**config.mk**
```make
export PLATFORM = sky130hd
export DESIGN_NAME = ucsbece154b_issue_scoreboard
export DESIGN_NICKNAME = d
export VERILOG_FILES = /design/src/rtl/ucsbece154b_issue_scoreboard.sv
export SDC_FILE = /design/constraint.sdc
export NUM_CORES = 1
export LEC_CHECK = 0
export CAP_MARGIN = 25
export CORE_ASPECT_RATIO = 0.9
export CORE_MARGIN = 2
export CORE_UTILIZATION = 55
export CTS_BUF_LIST = sky130_fd_sc_hd__clkbuf_8
export DETAILED_ROUTE_END_ITERATION = 16
export PLACE_DENSITY_LB_ADDON = 0.1
export SLEW_MARGIN = 10
export SYNTH_ARGS = -nofsm -noshare
export SYNTH_HDL_FRONTEND = slang
export SYNTH_SLANG_ARGS = --single-unit
```
**constraint.sdc**
```tcl
create_clock -name clk -period 9.65 [get_ports clk]
set_input_delay 1.4475 -clock clk [delete_from_list [all_inputs] [get_ports clk]]
set_output_delay 1.4475 -clock clk [all_outputs]
set_load 0.02 [all_outputs]
```
**src/rtl/ucsbece154b_issue_scoreboard.sv**
```systemverilog
// In-order issue controller: per-register pending-write scoreboard decides which prefix of the
// decoded bundle may issue. Optional statistics counters are enabled with `define ISSUE_STATS_EN.
module ucsbece154b_issue_scoreboard #(
  parameter int SLOTS    = 2,
  parameter int ALU_LAT  = 0,
  parameter int LOAD_LAT = 1
) (
  input  logic               clk,
  input  logic               reset,
  input  logic [SLOTS-1:0]   valid_i,
  input  logic [5*SLOTS-1:0] rs1_i,
  input  logic [5*SLOTS-1:0] rs2_i,
  input  logic [SLOTS-1:0]   rs1used_i,
  input  logic [SLOTS-1:0]   rs2used_i,
  input  logic [5*SLOTS-1:0] rd_i,
  input  logic [SLOTS-1:0]   regwrite_i,
  input  logic [SLOTS-1:0]   load_i,
  input  logic [SLOTS-1:0]   ctrl_i,
  input  logic               hold_i,
  input  logic               flush_i,
`ifdef ISSUE_STATS_EN
  output logic [31:0]        stat_cycles_o,
  output logic [31:0]        stat_issued_o,
  output logic [31:0]        stat_stall_o,
`endif
  output logic [SLOTS-1:0]   issue_o,
  output logic               stallD_o,
  output logic [31:0]        busy_o
);

  localparam int MAXLAT = (ALU_LAT > LOAD_LAT) ? ALU_LAT : LOAD_LAT;
  localparam int CW     = (MAXLAT == 0) ? 1 : $clog2(MAXLAT + 1);
  localparam logic [CW-1:0] ALU_V  = CW'(ALU_LAT);
  localparam logic [CW-1:0] LOAD_V = CW'(LOAD_LAT);

  logic [CW-1:0]    cnt_q [32];
  logic [CW-1:0]    cnt_d [32];
  logic [31:0]      busy;
  logic [31:0]      wr_mask;
  logic [SLOTS-1:0] issue;
  logic             chain;
  logic             ok;

  always_comb begin
    for (int r = 0; r < 32; r++) busy[r] = (cnt_q[r] != '0);
  end

  // Walk the bundle oldest-first; any blocked slot breaks the chain for all younger slots.
  always_comb begin
    issue   = '0;
    wr_mask = '0;
    ok      = 1'b0;
    chain   = reset && !hold_i && !flush_i;
    for (int k = 0; k < SLOTS; k++) begin
      ok = chain && valid_i[k];
      if (rs1used_i[k] && (rs1_i[5*k +: 5] != 5'd0) &&
          (busy[rs1_i[5*k +: 5]] || wr_mask[rs1_i[5*k +: 5]]))
        ok = 1'b0;
      if (rs2used_i[k] && (rs2_i[5*k +: 5] != 5'd0) &&
          (busy[rs2_i[5*k +: 5]] || wr_mask[rs2_i[5*k +: 5]]))
        ok = 1'b0;
      if (regwrite_i[k] && (rd_i[5*k +: 5] != 5'd0) && wr_mask[rd_i[5*k +: 5]])
        ok = 1'b0;
      issue[k] = ok;
      if (ok && regwrite_i[k] && (rd_i[5*k +: 5] != 5'd0))
        wr_mask[rd_i[5*k +: 5]] = 1'b1;
      chain = ok && !ctrl_i[k];
    end
  end

  always_comb begin
    for (int r = 0; r < 32; r++)
      cnt_d[r] = (cnt_q[r] != '0) ? cnt_q[r] - CW'(1) : cnt_q[r];
    // A fresh issue overrides the decrement of the same register.
    for (int k = 0; k < SLOTS; k++) begin
      if (issue[k] && regwrite_i[k] && (rd_i[5*k +: 5] != 5'd0))
        cnt_d[rd_i[5*k +: 5]] = load_i[k] ? LOAD_V : ALU_V;
    end
    cnt_d[0] = '0;
  end

  always_ff @(posedge clk or negedge reset) begin
    if (!reset) begin
      for (int r = 0; r < 32; r++) cnt_q[r] <= '0;
    end else if (!hold_i) begin
      for (int r = 0; r < 32; r++) cnt_q[r] <= cnt_d[r];
    end
  end

  assign issue_o  = issue;
  assign stallD_o = reset && (|(valid_i & ~issue));
  assign busy_o   = reset ? busy : 32'd0;

`ifdef ISSUE_STATS_EN
  logic [31:0] cycles_q, issued_q, stall_q;
  logic [31:0] pop;

  always_comb begin
    pop = 32'd0;
    for (int k = 0; k < SLOTS; k++) pop = pop + 32'(issue[k]);
  end

  always_ff @(posedge clk or negedge reset) begin
    if (!reset) begin
      cycles_q <= 32'd0;
      issued_q <= 32'd0;
      stall_q  <= 32'd0;
    end else if (!hold_i) begin
      cycles_q <= cycles_q + 32'd1;
      issued_q <= issued_q + pop;
      stall_q  <= stall_q + 32'(stallD_o);
    end
  end

  assign stat_cycles_o = cycles_q;
  assign stat_issued_o = issued_q;
  assign stat_stall_o  = stall_q;
`endif

endmodule

```
**Cells colored by class**

Fill, decap, tap and diode cells in gray.
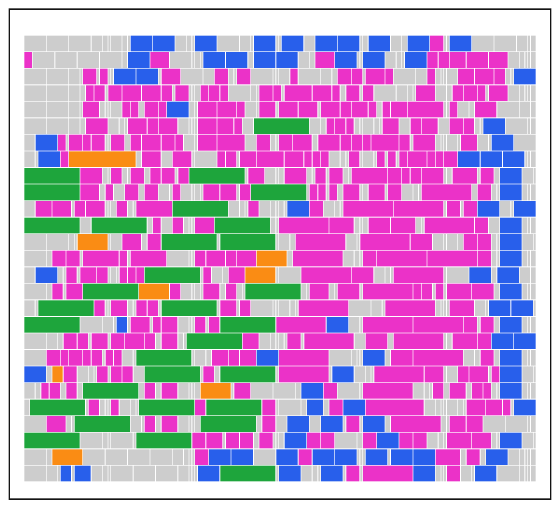
- orange: clock drivers and dummy loads (cells 8)
- green: flip-flops (cells 31)
- blue: other buffers and delay cells (cells 81)
- magenta: all other logic (cells 326)

**Wiring by layer**

Only two layers are drawn.
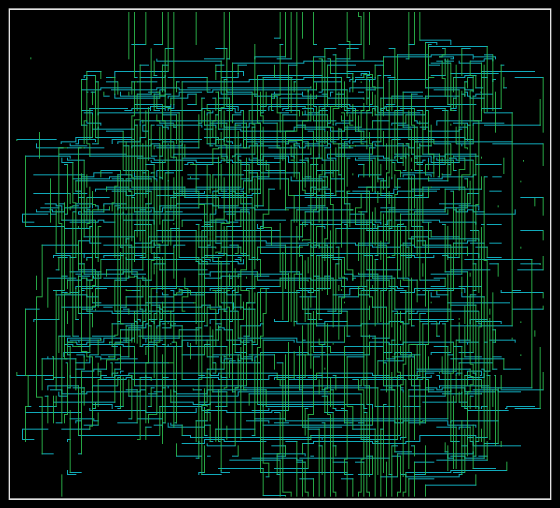
- green: met2 (wire length 5,600 µm)
- cyan: met1 (wire length 4,520 µm)
final WL: 11,700 µm
routed len/inst: 22.0 µm
via count: 3,667
GRT Util Overall: 34.2%

==> impl_metrics.csv <==
group,metric,value,unit
global_route,antenna_found_initial,0,
pwr,combPwrFrac,24.2,%
timing,rsz0062_at_grt,"no",
worst_setup_path,path_cells,"clkdlybuf4s50_1 -> mux4_2 -> nand2b_1 -> a31oi_1 -> a32oi_2 -> a211oi_2 -> a311o_1 -> a31oi_2 -> o21ai_2 -> a22oi_1 -> nor2b_1 -> clkdlybuf4s50_1",
logic_synthesis,flop_cell,"dfrtp_1",
cells_and_area,final_core_util,71.1,%
worst_setup_path,arrival,5.85,ns
global_route,grt_max_degree,65,
status,outcome,"finished clean",
worst_hold_path,hp-class,"flop to flop",
die,fp.dieW,88.8,µm
logic_synthesis,ys_cells,392,
drt,antenna_left,0,
placement,port_buffers,78,
pwr,power.switching,0.0994,mW
pwr,clockPowerShare,38.5,%
cells_and_area,fill_cells,503,
cells_and_area,multiInputGateArea,0.00255,mm²
cells_and_area,comb_share,58.0,%
placement,placed_area,0.00427,mm²
timing,worst_slack,2.35,ns
[stage by stage]
step | hold WS, ns | std cells | power, mW
after floorplan | 0.517 | 392 | 0.183
after global placement | 0.618 | 524 | 0.214
after detailed placement | 0.630 | 524 | 0.215
after CTS | 0.648 | 532 | 0.348
after global routing | 0.707 | 533 | 0.363
final | 0.665 | 533 | 0.350
[per-layer routing]
metal	up-vias	track usage [%]	share of wire, %
met5	-	0	0
li1	1615	-	-
met4	0	13.5	3.1
met1	1758	48.5	39
met2	261	52.3	48
met3	33	5.14	11
[power groups by stage]
stage               registers, mW  logic [mW]  clock network (mW)
floorplan                   0.133      0.0503                   0
global placement            0.133      0.0812                   0
detailed placement          0.133      0.0826                   0
CTS                         0.130      0.0830               0.135
global route                0.130      0.0907               0.141
finish                      0.130      0.0846               0.135
[Yosys cell counts (3+ instances only)]
master	count	area [µm²]
mux4_2	27	608
nand2b_1	7	43.8
nand2_1	27	101
o221ai_1	3	26.3
a21oi_1	9	45.0
a22oi_1	19	143
o21ai_1	26	130
dfrtp_1	31	776
buf_4	6	45.0
or3_1	4	25.0
xor2_1	5	43.8
nand3_1	12	60.1
nor3b_1	3	22.5
buf_1	4	15.0
nor3_1	10	50.1
buf_6	4	45.0
clkbuf_1	19	71.3
mux2i_1	7	70.1
o21ai_0	4	20.0
inv_1	12	45.0
nor2b_1	9	56.3
o311ai_2	3	48.8
mux2_1	7	78.8
nor2_1	18	67.6
a32oi_1	5	43.8
o211ai_1	3	22.5
nand4_1	4	25.0
nand4b_1	4	35.0
xnor2_1	5	43.8
and2_1	35	219
a2111oi_0	3	26.3
Power and IR drop assume default switching activity.
